## config.mk

```make
export PLATFORM = sky130hd
export DESIGN_NAME = lsu_ctrl
export DESIGN_NICKNAME = d
export VERILOG_FILES = /design/src/rtl/lsu_ctrl.sv
export SDC_FILE = /design/constraint.sdc
export NUM_CORES = 1
export LEC_CHECK = 0
export ABC_AREA = 1
export ABC_CLOCK_PERIOD_IN_PS = 3700
export CAP_MARGIN = 20
export CORE_MARGIN = 3
export CORE_UTILIZATION = 30
export CTS_BUF_LIST = sky130_fd_sc_hd__clkbuf_2 sky130_fd_sc_hd__clkbuf_4 sky130_fd_sc_hd__clkbuf_8
export CTS_CLUSTER_DIAMETER = 50
export DETAILED_ROUTE_END_ITERATION = 10
export GPL_ROUTABILITY_DRIVEN = 0
export HOLD_SLACK_MARGIN = 0.06
export PLACE_DENSITY = 0.56
export SYNTH_ARGS = -nofsm -noshare
export SYNTH_HDL_FRONTEND = slang
export SYNTH_SLANG_ARGS = --single-unit
```

## constraint.sdc

```tcl
create_clock -name clk_i -period 3.7 [get_ports clk_i]
set_clock_uncertainty 0.05 [all_clocks]
set_input_delay 0.74 -clock clk_i [delete_from_list [all_inputs] [get_ports clk_i]]
set_output_delay 0.74 -clock clk_i [all_outputs]
set_load 0.02 [all_outputs]
```

## src/rtl/lsu_ctrl.sv

```systemverilog
// Load/store unit controller: sequences RV32 byte/half/word loads and stores onto a
// word-wide data memory, using read-modify-write for sub-word stores.
module lsu_ctrl (
  input  logic        clk_i,
  input  logic        rst_i,
  input  logic        req_i,
  input  logic        we_i,
  input  logic [2:0]  funct3_i,
  input  logic [31:0] addr_i,
  input  logic [31:0] wdata_i,
  output logic        busy_o,
  output logic        done_o,
  output logic        err_o,
  output logic [31:0] rdata_o,
  output logic [31:0] mem_addr_o,
  output logic        mem_wr_o,
  output logic [31:0] mem_wdata_o,
  input  logic [31:0] mem_rdata_i
);

  typedef enum logic [1:0] {IDLE, ACCESS, WRITE, DONE} state_t;

  state_t      state, state_next;
  logic        we_q;
  logic [2:0]  f3_q;
  logic [1:0]  off_q;
  logic [15:0] wdata_q;
  logic        err_q;
  logic [31:0] merge_q;

  logic        illegal, misaligned, bad;
  logic [7:0]  byte_sel;
  logic [15:0] half_sel;
  logic [31:0] load_val, merge_val;

  always_comb begin
    illegal    = we_i ? (funct3_i > 3'd2)
                      : (funct3_i == 3'd3 || funct3_i == 3'd6 || funct3_i == 3'd7);
    misaligned = ((funct3_i[1:0] == 2'd1) && addr_i[0]) ||
                 ((funct3_i == 3'd2) && (addr_i[1:0] != 2'd0));
    bad        = illegal | misaligned;
  end

  always_comb begin
    byte_sel = mem_rdata_i[{off_q, 3'b000} +: 8];
    half_sel = mem_rdata_i[{off_q[1], 4'b0000} +: 16];
    case (f3_q)
      3'd0:    load_val = {{24{byte_sel[7]}}, byte_sel};
      3'd1:    load_val = {{16{half_sel[15]}}, half_sel};
      3'd4:    load_val = {24'd0, byte_sel};
      3'd5:    load_val = {16'd0, half_sel};
      default: load_val = mem_rdata_i;
    endcase
  end

  always_comb begin
    merge_val = mem_rdata_i;
    if (f3_q[1:0] == 2'd0) merge_val[{off_q, 3'b000} +: 8] = wdata_q[7:0];
    else                   merge_val[{off_q[1], 4'b0000} +: 16] = wdata_q;
  end

  always_comb begin
    state_next = state;
    case (state)
      IDLE:    if (req_i) state_next = bad ? DONE : ACCESS;
      ACCESS:  state_next = (we_q && f3_q != 3'd2) ? WRITE : DONE;
      WRITE:   state_next = DONE;
      DONE:    state_next = IDLE;
      default: state_next = IDLE;
    endcase
    busy_o   = (state != IDLE);
    done_o   = (state == DONE);
    err_o    = (state == DONE) && err_q;
    mem_wr_o = ((state == ACCESS) && we_q && (f3_q == 3'd2)) || (state == WRITE);
  end

  // merge_q doubles as the outgoing write word: loaded with the store data for sw,
  // or with the read-modify-write result for sb/sh, so mem_wdata_o holds between stores.
  assign mem_wdata_o = merge_q;

  always_ff @(posedge clk_i or posedge rst_i) begin
    if (rst_i) begin
      state      <= IDLE;
      we_q       <= 1'b0;
      f3_q       <= '0;
      off_q      <= '0;
      wdata_q    <= '0;
      err_q      <= 1'b0;
      merge_q    <= '0;
      rdata_o    <= '0;
      mem_addr_o <= '0;
    end else begin
      state <= state_next;
      if (state == IDLE && req_i) begin
        we_q       <= we_i;
        f3_q       <= funct3_i;
        off_q      <= addr_i[1:0];
        wdata_q    <= wdata_i[15:0];
        err_q      <= bad;
        mem_addr_o <= {addr_i[31:2], 2'b00};
        if (we_i && funct3_i == 3'd2 && !bad) merge_q <= wdata_i;
      end
      if (state == ACCESS) begin
        if (!we_q)               rdata_o <= load_val;
        else if (f3_q != 3'd2)   merge_q <= merge_val;
      end
    end
  end

endmodule

```

==> impl_metrics.ini <==
; generated from flow reports
[run_status]
run_status = finished, final reports clean

[grt]
grt.overflow.total = 0
grt.met3_usage_pct = 6.09

[clock_network]
cts_bufs_inserted = 17
clock_latency_ps = 440
worst_setup_hold_path_clk_slew_ps = 80
clock_path_buffers = 2

[critical_path]
crit_path_end_kind = output port
timing.rr.end = mem_wdata_o[25]$_DFF_PP0_
crit_start = f3_q[0]$_DFFE_PP0P_

[synthesis]
adder_share_pct = 1.75
syn_inst = 1020
synth.avg_cell_area_um2 = 7.00
ys_top_logic_family = simple AND/OR/NAND/NOR gates

[floorplan]
die_h_um = 160
well_tap_count = 313

[cells_and_area]
seqAreaFraction_pct = 30.4
area_share_clock_buf_inv_pct = 4.47
area_share_nonclk_buffers_pct = 21.5
mi_logic_area_um2 = 3390
final_core_util_pct = 42.5
num-multi-input-gates = 709
final_design_area_no_fill_um2 = 9800
n_sequential_cell = 119

[final_timing]
tightestPinTransition_ps = 794
setup_viol_count_final = 0
timing_hold_violations_final = 0
fin_tns_setup_ps = 0

[hold_path]
min_path_type = reg2reg
### Met4 routing

Supply wires on this layer in grey.
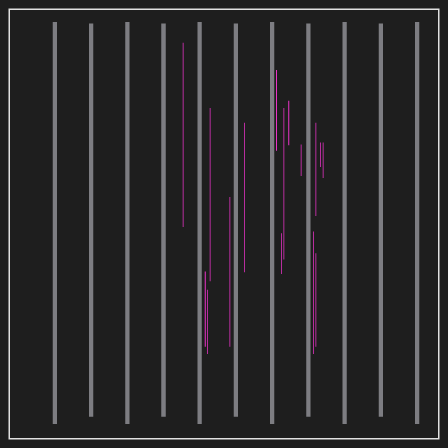
- nets with wire on the layer: 14
- main direction: vertical
- share of all routed wire: 2.2%
total via count after detailed routing: 7290
sum of routed wire length over all layers: 25600 um

### M1 wires

Supply wires on this layer in grey.
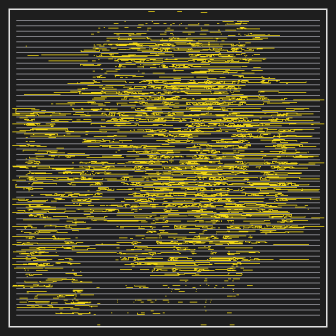
- longest straight run: 51.1 um
- nets with wire on the layer: 1151
- share of all routed wire: 44%
- main direction: horizontal

